Met3 routing:
Bar = 50 µm.
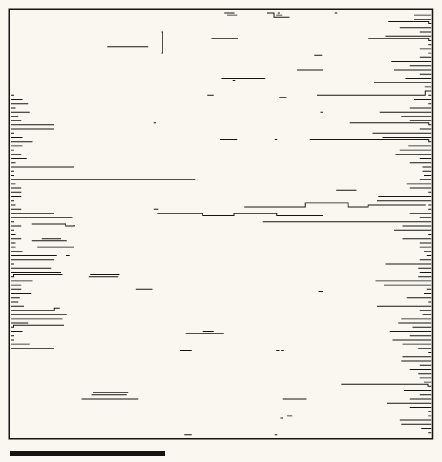
Cell outlines without signal wires:
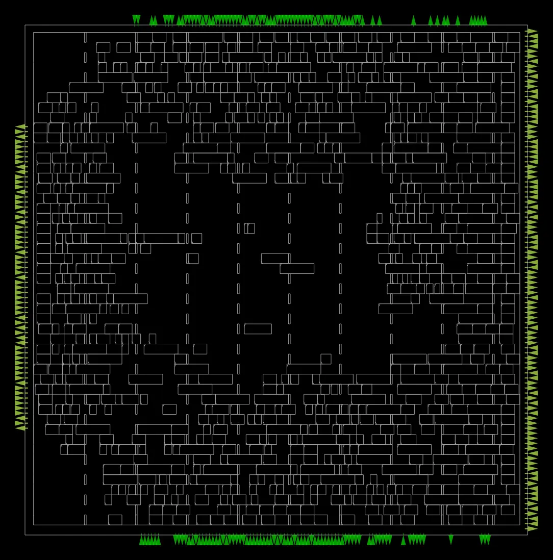
Cell classes on the final placement:
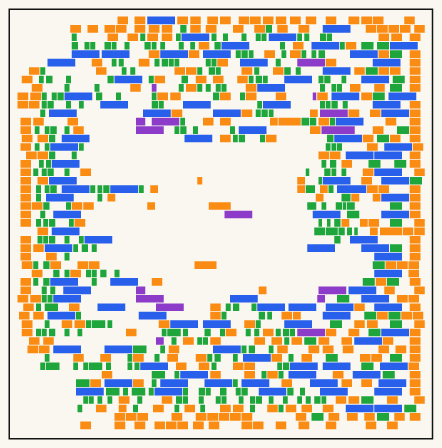
**src/rtl/alu_arbiter.sv**
```systemverilog
// Round-robin arbiter/sequencer sharing one ALU between two requesters.
// State | meaning: IDLE = accept request, EXEC = ALU computing, RESP = result held for winner.
module alu_arbiter #(
    parameter int WIDTH  = 32,
    parameter int CTRL_W = 4
) (
    input  logic              clk,
    input  logic              rst_n,
    input  logic              req0_valid,
    output logic              req0_ready,
    input  logic [WIDTH-1:0]  req0_a,
    input  logic [WIDTH-1:0]  req0_b,
    input  logic [CTRL_W-1:0] req0_op,
    input  logic              req1_valid,
    output logic              req1_ready,
    input  logic [WIDTH-1:0]  req1_a,
    input  logic [WIDTH-1:0]  req1_b,
    input  logic [CTRL_W-1:0] req1_op,
    output logic              rsp0_valid,
    input  logic              rsp0_ready,
    output logic [WIDTH-1:0]  rsp0_rslt,
    output logic              rsp0_zero,
    output logic              rsp1_valid,
    input  logic              rsp1_ready,
    output logic [WIDTH-1:0]  rsp1_rslt,
    output logic              rsp1_zero,
    output logic [WIDTH-1:0]  alu_in1,
    output logic [WIDTH-1:0]  alu_in2,
    output logic [CTRL_W-1:0] alu_ctrl,
    input  logic [WIDTH-1:0]  alu_rslt,
    input  logic              alu_zero,
    output logic              busy
);

    typedef enum logic [1:0] {
        S_IDLE = 2'd0,
        S_EXEC = 2'd1,
        S_RESP = 2'd2
    } state_t;

    state_t              state_q, state_d;
    logic [WIDTH-1:0]    opa_q, opa_d;
    logic [WIDTH-1:0]    opb_q, opb_d;
    logic [CTRL_W-1:0]   opc_q, opc_d;
    logic [WIDTH-1:0]    res_q, res_d;
    logic                resz_q, resz_d;
    logic                gid_q, gid_d;
    logic                last_q, last_d;
    logic                grant0, grant1;
    logic                rsp_take;

    always_ff @(posedge clk or negedge rst_n) begin
        if (!rst_n) begin
            state_q <= S_IDLE;
            opa_q   <= '0;
            opb_q   <= '0;
            opc_q   <= '0;
            res_q   <= '0;
            resz_q  <= 1'b0;
            gid_q   <= 1'b0;
            last_q  <= 1'b1;
        end else begin
            state_q <= state_d;
            opa_q   <= opa_d;
            opb_q   <= opb_d;
            opc_q   <= opc_d;
            res_q   <= res_d;
            resz_q  <= resz_d;
            gid_q   <= gid_d;
            last_q  <= last_d;
        end
    end

    // On a tie the requester that did not win last time gets the grant.
    assign grant0 = req0_valid & (~req1_valid | last_q);
    assign grant1 = req1_valid & (~req0_valid | ~last_q);
    assign rsp_take = gid_q ? rsp1_ready : rsp0_ready;

    always_comb begin
        state_d    = state_q;
        opa_d      = opa_q;
        opb_d      = opb_q;
        opc_d      = opc_q;
        res_d      = res_q;
        resz_d     = resz_q;
        gid_d      = gid_q;
        last_d     = last_q;
        req0_ready = 1'b0;
        req1_ready = 1'b0;
        unique case (state_q)
            S_IDLE: begin
                req0_ready = grant0;
                req1_ready = grant1;
                if (grant0) begin
                    opa_d   = req0_a;
                    opb_d   = req0_b;
                    opc_d   = req0_op;
                    gid_d   = 1'b0;
                    state_d = S_EXEC;
                end else if (grant1) begin
                    opa_d   = req1_a;
                    opb_d   = req1_b;
                    opc_d   = req1_op;
                    gid_d   = 1'b1;
                    state_d = S_EXEC;
                end
            end
            S_EXEC: begin
                res_d   = alu_rslt;
                resz_d  = alu_zero;
                state_d = S_RESP;
            end
            S_RESP: begin
                if (rsp_take) begin
                    last_d  = gid_q;
                    state_d = S_IDLE;
                end
            end
            default: state_d = S_IDLE;
        endcase
    end

    assign alu_in1    = opa_q;
    assign alu_in2    = opb_q;
    assign alu_ctrl   = opc_q;
    assign rsp0_valid = (state_q == S_RESP) & ~gid_q;
    assign rsp1_valid = (state_q == S_RESP) & gid_q;
    assign rsp0_rslt  = res_q;
    assign rsp1_rslt  = res_q;
    assign rsp0_zero  = resz_q;
    assign rsp1_zero  = resz_q;
    assign busy       = (state_q != S_IDLE);

endmodule
```
**config.mk**
```make
export PLATFORM = sky130hd
export DESIGN_NAME = alu_arbiter
export DESIGN_NICKNAME = d
export VERILOG_FILES = /design/src/rtl/alu_arbiter.sv
export SDC_FILE = /design/constraint.sdc
export NUM_CORES = 1
export LEC_CHECK = 0
export CORE_AREA = 2 2 134 136
export CTS_CLUSTER_SIZE = 30
export DETAILED_ROUTE_END_ITERATION = 10
export DIE_AREA = 0 0 136 138
export PLACE_DENSITY = 0.67
export SETUP_SLACK_MARGIN = 0.3
export SYNTH_ARGS = -nofsm -noshare
export SYNTH_HDL_FRONTEND = slang
export SYNTH_SLANG_ARGS = --single-unit
export TNS_END_PERCENT = 20
```
**constraint.sdc**
```tcl
create_clock -name clk -period 3.3 [get_ports clk]
set_clock_uncertainty 0.05 [all_clocks]
set_input_delay 0.33 -clock clk [delete_from_list [all_inputs] [get_ports clk]]
set_output_delay 0.33 -clock clk [all_outputs]
set_load 0.1 [all_outputs]
```
==> impl_metrics.ini <==
; generated from flow reports
[finish]
area_growth_pct = 65.5
fin_nets = 944
buffer_area_frac = 0.383
inverters_excl_clock = 2
stdcell_area_um2 = 8490
largestClassByArea = non-clock buffers
seqCellArea_um2 = 2630
nNonClkBuffers = 326
comb_cells = 325
diodes = 1
seq_share = 0.310
final_util = 0.484
combGateArea_um2 = 2020
seq_cell_count = 105
final_common_cell = clkdlybuf4s50_1
num-fill-cells = 1698
nClkBuffers = 10
comb_share = 0.237

[sta]
rsz0062_at_grt = no
finalSetupViolCount = 0
worstMarginPinSlew_ps = 1030
max_freq_mhz = 434
slew_viol_final = 0
max-slew-margin-rel = 0.309
setup_slack_ps = 995
final.setup.tns_ps = 0
whs_ps = 287
fin_crit_sh = 0.698
fin_crit_ps = 2300

[run_status]
status = complete, no violations

[logic_synthesis]
synth_cell_types = 26
common_cells = dfrtp_1 (104), a21oi_1 (70), o21ai_0 (69)
synth_warnings = 0
yosys_cells = 522
flop_cell = dfrtp_1
mux_area_frac = 0.0746
syn-cell-area_um2 = 5130
synthTopCellsByArea = dfrtp_1 (51%), mux2_2 (7.5%), a31oi_1 (7.1%)
syn_nets = 697
most_common_cell = dfrtp_1
edf_count = 0
ys.flops = 105
top_area_frac = 0.507
largest_area_cell = dfrtp_1
fa_ha_area_frac = 0
ys_area_um2 = 5130
ys_sh_aoi = 0.234
logic_family = AND-OR/OR-AND gates
syn_avg_cell_area_um2 = 9.83
yosys.stat.seqShare = 0.512
synthArstFlopShare = 1.00
simple_gate_share = 0.0809
synthCells = 522

[setup_path]
slowest_delay_ps = 1160
arrival_ps = 1920
r2r-start = last_q$_DFFE_PN1P_
worst_setup_path_start_kind = register
cpLargestDelayFamily = buffers and inverters
critPathCaptureType = primary output
cp_num_buf_inv = 1
critPathSlowestCell = clkdlybuf4s50_1
worst-setup-path-type = reg -> out
reg2reg_depth = 4
reg2reg_setup_slack_ps = 1300
path_max_fanout = 3

[routing]
m1WireLength_um = 7780
maxUsedRoutingLayer = met4
drc = 0
routed-wl-met3_um = 1590
first_iter_violations = 257
vias_per_cell = 5.05
wire_per_inst_um = 18.7
drtAntennaViolNets = 0
met2WireLength_um = 8960
drt-total-wl_um = 18700

[global_route]
grt_pass1_vias = 5116
grt_usage = 0.195
gr-usage-met2 = 0.322
antenna_found_initial = 1
grt-ovfl-total = 0
grt_max_degree = 69
busiest_layer = met2
use_met1 = 0.245
grt_pass1_wl_um = 28800
met3_usage = 0.0539

[clock_network]
insertion_delay_ps = 350
postCtsSetupBuffers = 0
numCtsBuffers = 9
ctsHoldBuffers = 1
clock-sinks = 105
clk_pin_slew_ps = 70
ctsRootBufferMaster = clkbuf_16
htree_levels = 3
cts_resized = 0
clock_path_buffers = 2
cts_tree = done

[worst_hold_path]
worstHoldStart = req0_valid
holdPathStages = 3
hold_end = alu_in1[15]$_DFFE_PN0P_
min_path_type = in -> reg

[placed_design]
place_area_um2 = 8180
gp_congestion = 0.764
io_buffers = 313
dpl.cell_count = 986
dp_hpwl_um = 12700

[flow_run]
drv_cap = 0

[floorplanning]
rows = 49
chip_area_um2 = 18800
fp_util = 0.293
io_pins = 314
die_x_um = 136
-- 'met3 routing' (at the start) --
The layer holds 8.5% of the routed length. The wires run mostly horizontal. The longest straight run is 59.1 µm. The layer carries 1,590 µm of wire. 185 nets have wire on it.

-- 'cell outlines without signal wires' (at the start) --
core region area: 17,500 µm²
tap cells: 229
Finished Layout Cells: 1,004

-- 'cell classes on the final placement' (at the start) --
Blue stands for registers, cells 105, share of their area 32%. Purple stands for clock drivers and dummy loads, cells 16, share of their area 3.6%. Green stands for remaining logic cells, cells 327, share of their area 25%. Orange stands for remaining buffers and delay cells, cells 326, share of their area 40%.

==> worst max-delay path by stage <==
| stage | startpoint | endpoint | slack, ps | depth (start not counted) |
|---|---|---|---|---|
| detailed placement | req1_valid | alu_in1[27]$_DFFE_PN0P_ | 820 | 5 |
| floorplan | state_q[0]$_DFFE_PN0P_ | req0_ready | 360 | 3 |
| global route | last_q$_DFFE_PN1P_ | req0_ready | 910 | 3 |
| CTS | rsp0_zero$_DFFE_PN0N_ | rsp1_zero | 970 | 1 |
| finish | rsp0_rslt[8]$_DFFE_PN0N_ | rsp1_rslt[8] | 1000 | 1 |
| global placement | req1_valid | alu_in1[19]$_DFFE_PN0P_ | 860 | 5 |
